--- src/rtl/rpu_pkg.sv ---
// rpu_pkg -- shared helpers for the NE_rpu saturating datapath blocks.
//   sat_max(w)       : largest value of a w-bit signed two's-complement number
//   sat_min(w)       : smallest value of a w-bit signed two's-complement number
//   sat_resize(x, w) : clamp an integer into the w-bit signed range
package rpu_pkg;

   function automatic longint sat_max(input int w);
      return (longint'(1) <<< (w - 1)) - longint'(1);
   endfunction

   function automatic longint sat_min(input int w);
      return -(longint'(1) <<< (w - 1));
   endfunction

   function automatic longint sat_resize(input longint x, input int w);
      if (x > sat_max(w)) begin
         return sat_max(w);
      end else if (x < sat_min(w)) begin
         return sat_min(w);
      end
      return x;
   endfunction

endpackage

--- src/rtl/sat_adder_tree_if.sv ---
// sat_adder_tree_if -- streaming bundle of the N-operand saturating adder.
//   in_data/in_valid/in_ready/in_acc/in_start : input beat and its sidebands
//   out_data/out_valid/out_ready/out_sat      : saturated result beat
//   ovf_sticky/ovf_clr                        : sticky overflow flag and its clear
// slave is the adder side, master is the source/sink side.
interface sat_adder_tree_if #(
   parameter int W = 6,
   parameter int N = 4
);
   logic [N*W-1:0]        in_data;
   logic                  in_valid;
   logic                  in_ready;
   logic                  in_acc;
   logic                  in_start;
   logic signed [W-1:0]   out_data;
   logic                  out_valid;
   logic                  out_ready;
   logic                  out_sat;
   logic                  ovf_sticky;
   logic                  ovf_clr;

   modport slave (
      input  in_data, in_valid, in_acc, in_start, out_ready, ovf_clr,
      output in_ready, out_data, out_valid, out_sat, ovf_sticky
   );

   modport master (
      output in_data, in_valid, in_acc, in_start, out_ready, ovf_clr,
      input  in_ready, out_data, out_valid, out_sat, ovf_sticky
   );
endinterface

--- src/rtl/sat_clip.sv ---
// sat_clip -- combinational clip of a WI-bit signed value to W bits.
//   x   : WI-bit signed input (WI > W)
//   y   : W-bit signed result, pinned at the W-bit limits when x is out of range
//   sat : 1 when y differs from x (the value was clipped)
module sat_clip
   import rpu_pkg::*;
#(
   parameter int WI = 8,
   parameter int W  = 6
) (
   input  logic signed [WI-1:0] x,
   output logic signed [W-1:0]  y,
   output logic                 sat
);
   localparam logic signed [WI-1:0] HI = WI'(sat_max(W));
   localparam logic signed [WI-1:0] LO = WI'(sat_min(W));

   always_comb begin
      y   = x[W-1:0];
      sat = 1'b0;
      if (x > HI) begin
         y   = HI[W-1:0];
         sat = 1'b1;
      end else if (x < LO) begin
         y   = LO[W-1:0];
         sat = 1'b1;
      end
   end
endmodule

--- src/rtl/sat_adder_tree.sv ---
// sat_adder_tree -- pipelined N-operand saturating adder with optional accumulate.
//   clk : rising-edge clock
//   rst : synchronous active-low reset
//   bus : sat_adder_tree_if.slave (input beat, result beat, sticky overflow)
// Operands are summed at full precision (W+LVL bits) through LVL registered
// tree levels; a final stage adds the accumulator base and saturates once to W.
// Latency is LVL+1 cycles; a stalled output freezes the whole pipeline.
module sat_adder_tree
   import rpu_pkg::*;
#(
   parameter int W = 6,
   parameter int N = 4
) (
   input  logic             clk,
   input  logic             rst,
   sat_adder_tree_if.slave  bus
);
   localparam int LVL = $clog2(N);
   localparam int WS  = W + LVL;
   localparam int N2  = 1 << LVL;   // operand count padded to a power of two
   localparam int NN  = N2 - 1;     // registered tree nodes (heap order, root = 0)

   logic                 en;
   logic signed [WS-1:0] tree_all [2*N2-1];  // nodes followed by leaves
   logic signed [WS-1:0] node_p   [NN];
   logic [LVL-1:0]       vld_p;
   logic [LVL-1:0]       acc_p;
   logic [LVL-1:0]       start_p;

   logic signed [W-1:0]  acc_reg;
   logic signed [W-1:0]  out_data_p;
   logic                 out_valid_p;
   logic                 out_sat_p;
   logic                 ovf_sticky_p;

   logic signed [WS:0]   root_x;
   logic signed [WS:0]   base_x;
   logic signed [WS:0]   sum_x;
   logic signed [W-1:0]  clip_y;
   logic                 clip_sat;

   // Any held output freezes every stage; bubbles stay in place.
   assign en           = !(out_valid_p && !bus.out_ready);
   assign bus.in_ready = en;

   // Leaves: sign-extended operands, zero padding beyond N.
   for (genvar i = 0; i < 2*N2-1; i++) begin : g_tree
      if (i < NN) begin : g_node
         assign tree_all[i] = node_p[i];
      end else if (i - NN < N) begin : g_leaf
         assign tree_all[i] = {{LVL{bus.in_data[(i-NN)*W + W-1]}}, bus.in_data[(i-NN)*W +: W]};
      end else begin : g_pad
         assign tree_all[i] = '0;
      end
   end

   // Tree stages p0..p(LVL-1): each node registers the sum of its two children,
   // so depth d of the heap lands in stage LVL-1-d.
   always_ff @(posedge clk) begin
      if (en) begin
         acc_p[0]   <= bus.in_acc;
         start_p[0] <= bus.in_start;
         for (int s = 1; s < LVL; s++) begin
            acc_p[s]   <= acc_p[s-1];
            start_p[s] <= start_p[s-1];
         end
         for (int i = 0; i < NN; i++) begin
            node_p[i] <= tree_all[2*i+1] + tree_all[2*i+2];
         end
      end
   end

   // Saturate/accumulate stage.
   always_comb begin
      root_x = {node_p[0][WS-1], node_p[0]};
      base_x = '0;
      if (acc_p[LVL-1] && !start_p[LVL-1]) begin
         base_x = {{(WS+1-W){acc_reg[W-1]}}, acc_reg};
      end
      sum_x = root_x + base_x;
   end

   sat_clip #(
      .WI (WS + 1),
      .W  (W)
   ) u_clip (
      .x   (sum_x),
      .y   (clip_y),
      .sat (clip_sat)
   );

   always_ff @(posedge clk) begin
      if (!rst) begin
         vld_p        <= '0;
         out_valid_p  <= 1'b0;
         out_data_p   <= '0;
         out_sat_p    <= 1'b0;
         acc_reg      <= '0;
         ovf_sticky_p <= 1'b0;
      end else begin
         if (en) begin
            vld_p[0] <= bus.in_valid;
            for (int s = 1; s < LVL; s++) begin
               vld_p[s] <= vld_p[s-1];
            end
            out_valid_p <= vld_p[LVL-1];
            if (vld_p[LVL-1]) begin
               out_data_p <= clip_y;
               out_sat_p  <= clip_sat;
               if (acc_p[LVL-1]) begin
                  acc_reg <= clip_y;
               end
            end
         end
         // A clipped beat leaving in the same cycle as a clear keeps the flag set.
         if (out_valid_p && bus.out_ready && out_sat_p) begin
            ovf_sticky_p <= 1'b1;
         end else if (bus.ovf_clr) begin
            ovf_sticky_p <= 1'b0;
         end
      end
   end

   assign bus.out_data   = out_data_p;
   assign bus.out_valid  = out_valid_p;
   assign bus.out_sat    = out_sat_p;
   assign bus.ovf_sticky = ovf_sticky_p;
endmodule

--- src/flat_wrapper.sv ---
// flat-port wrapper written by rule: the top's interface ports become plain ports
module sat_adder_tree_flat import rpu_pkg::*;
#(
   parameter int W = 6,
   parameter int N = 4
)
  (clk, rst, bus_in_data, bus_in_valid, bus_in_acc, bus_in_start, bus_out_ready, bus_ovf_clr, bus_in_ready, bus_out_data, bus_out_valid, bus_out_sat, bus_ovf_sticky);
  sat_adder_tree_if #(.W(W), .N(N)) bus_i ();
  input  logic clk;
  input  logic rst;
  input wire logic [$bits(bus_i.in_data)-1:0] bus_in_data;
  input wire logic [$bits(bus_i.in_valid)-1:0] bus_in_valid;
  input wire logic [$bits(bus_i.in_acc)-1:0] bus_in_acc;
  input wire logic [$bits(bus_i.in_start)-1:0] bus_in_start;
  input wire logic [$bits(bus_i.out_ready)-1:0] bus_out_ready;
  input wire logic [$bits(bus_i.ovf_clr)-1:0] bus_ovf_clr;
  output wire logic [$bits(bus_i.in_ready)-1:0] bus_in_ready;
  output wire logic [$bits(bus_i.out_data)-1:0] bus_out_data;
  output wire logic [$bits(bus_i.out_valid)-1:0] bus_out_valid;
  output wire logic [$bits(bus_i.out_sat)-1:0] bus_out_sat;
  output wire logic [$bits(bus_i.ovf_sticky)-1:0] bus_ovf_sticky;
  assign bus_i.in_data = bus_in_data;
  assign bus_i.in_valid = bus_in_valid;
  assign bus_i.in_acc = bus_in_acc;
  assign bus_i.in_start = bus_in_start;
  assign bus_i.out_ready = bus_out_ready;
  assign bus_i.ovf_clr = bus_ovf_clr;
  assign bus_in_ready = bus_i.in_ready;
  assign bus_out_data = bus_i.out_data;
  assign bus_out_valid = bus_i.out_valid;
  assign bus_out_sat = bus_i.out_sat;
  assign bus_ovf_sticky = bus_i.ovf_sticky;
  sat_adder_tree #(.W(W), .N(N)) u_core (.clk(clk), .rst(rst), .bus(bus_i));
endmodule
--- config.mk ---
export PLATFORM = sky130hd
export DESIGN_NAME = sat_adder_tree_flat
export DESIGN_NICKNAME = d
export VERILOG_FILES = /design/src/rtl/rpu_pkg.sv /design/src/rtl/sat_adder_tree_if.sv /design/src/rtl/sat_clip.sv /design/src/rtl/sat_adder_tree.sv /design/src/flat_wrapper.sv
export SDC_FILE = /design/constraint.sdc
export NUM_CORES = 1
export LEC_CHECK = 0
export CORE_MARGIN = 2
export CORE_UTILIZATION = 30
export CTS_BUF_LIST = sky130_fd_sc_hd__clkbuf_8
export CTS_CLUSTER_DIAMETER = 30
export DETAILED_ROUTE_END_ITERATION = 10
export GPL_ROUTABILITY_DRIVEN = 0
export SLEW_MARGIN = 25
export SYNTH_ARGS = -nofsm -noshare
export SYNTH_HDL_FRONTEND = slang
export SYNTH_SLANG_ARGS = --single-unit
--- constraint.sdc ---
create_clock -name clk -period 2.7 [get_ports clk]
set_input_delay 0.54 -clock clk [delete_from_list [all_inputs] [get_ports clk]]
set_output_delay 0.54 -clock clk [all_outputs]
set_load 0.005 [all_outputs]
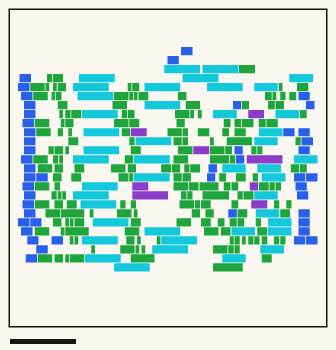
Figure 1: cells coloured by class.
The bar under the picture is 20 um long.
Blue stands for remaining buffers and delay cells, cells 47, share of their area 14%. Green stands for remaining logic cells, cells 184, share of their area 46%. Purple stands for clock drivers and dummy loads, cells 8, share of their area 4.3%. Cyan stands for sequential cells, cells 43, share of their area 36%.

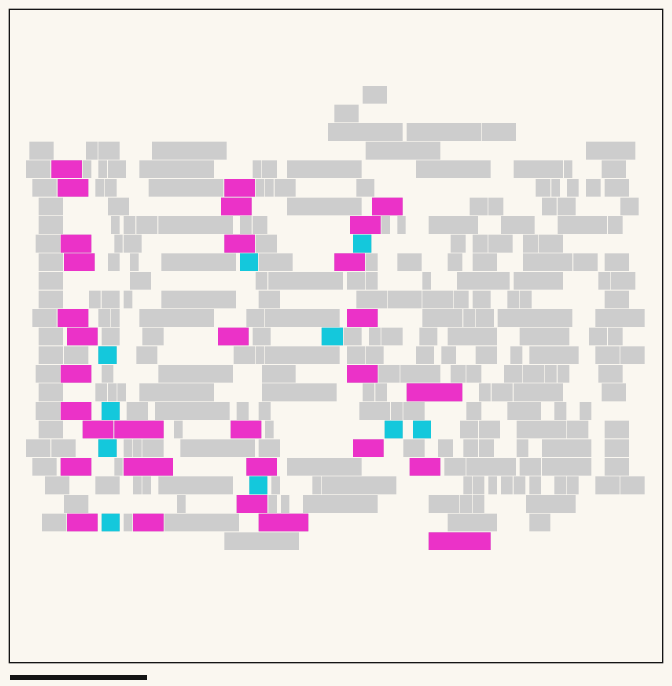
Figure 2: gate-type map.
The bar under the picture is 20 um long.
Cyan stands for non-inverting ao/oa cells, cells 10. Magenta stands for fa/ha/maj cells, cells 31.

==> impl_metrics.ini <==
; generated from flow reports
[outcome]
status = completed

[floorplan]
rows = 33
ioPinCount = 41
dieArea_sq_um = 9100

[logic_synthesis]
yosys.area_share.xor_xnor_pct = 6.29
ys_cells = 231
ff_type = edfxtp_1
async_flop_share_pct = 0
ys_sh_mux_pct = 2.00
edf_count = 26
ys_seq_share_pct = 44.8

[cells_and_area]
buffer_area_share_pct = 13.8
clockNetworkAreaShare_pct = 4.16
num-fill-cells = 802

[detailed_routing]
drtPass1Iterations = 4
dr_total_vias = 1803
wl_met3_um = 255

[final_timing]
fin_worst_skew_ns = 0.00350
fin_hold_ws_ns = 0.422
maxSlewHeadroom_pct = 68.1

[power_and_ir_drop]
power_leader = sequential cells
clock_power_uw = 584
ir_drop_v = 0.000234

[job]
warnings = 27

[critical_path]
worstPathMaxFanout = 6
cp-start-kind = flip-flop
crit_slowest_cell = edfxtp_1
crit_end = u_core.acc_reg[2]
endpoint_kind = flip-flop

[place]
dp.cells = 377

[cts]
cts_resized = 2
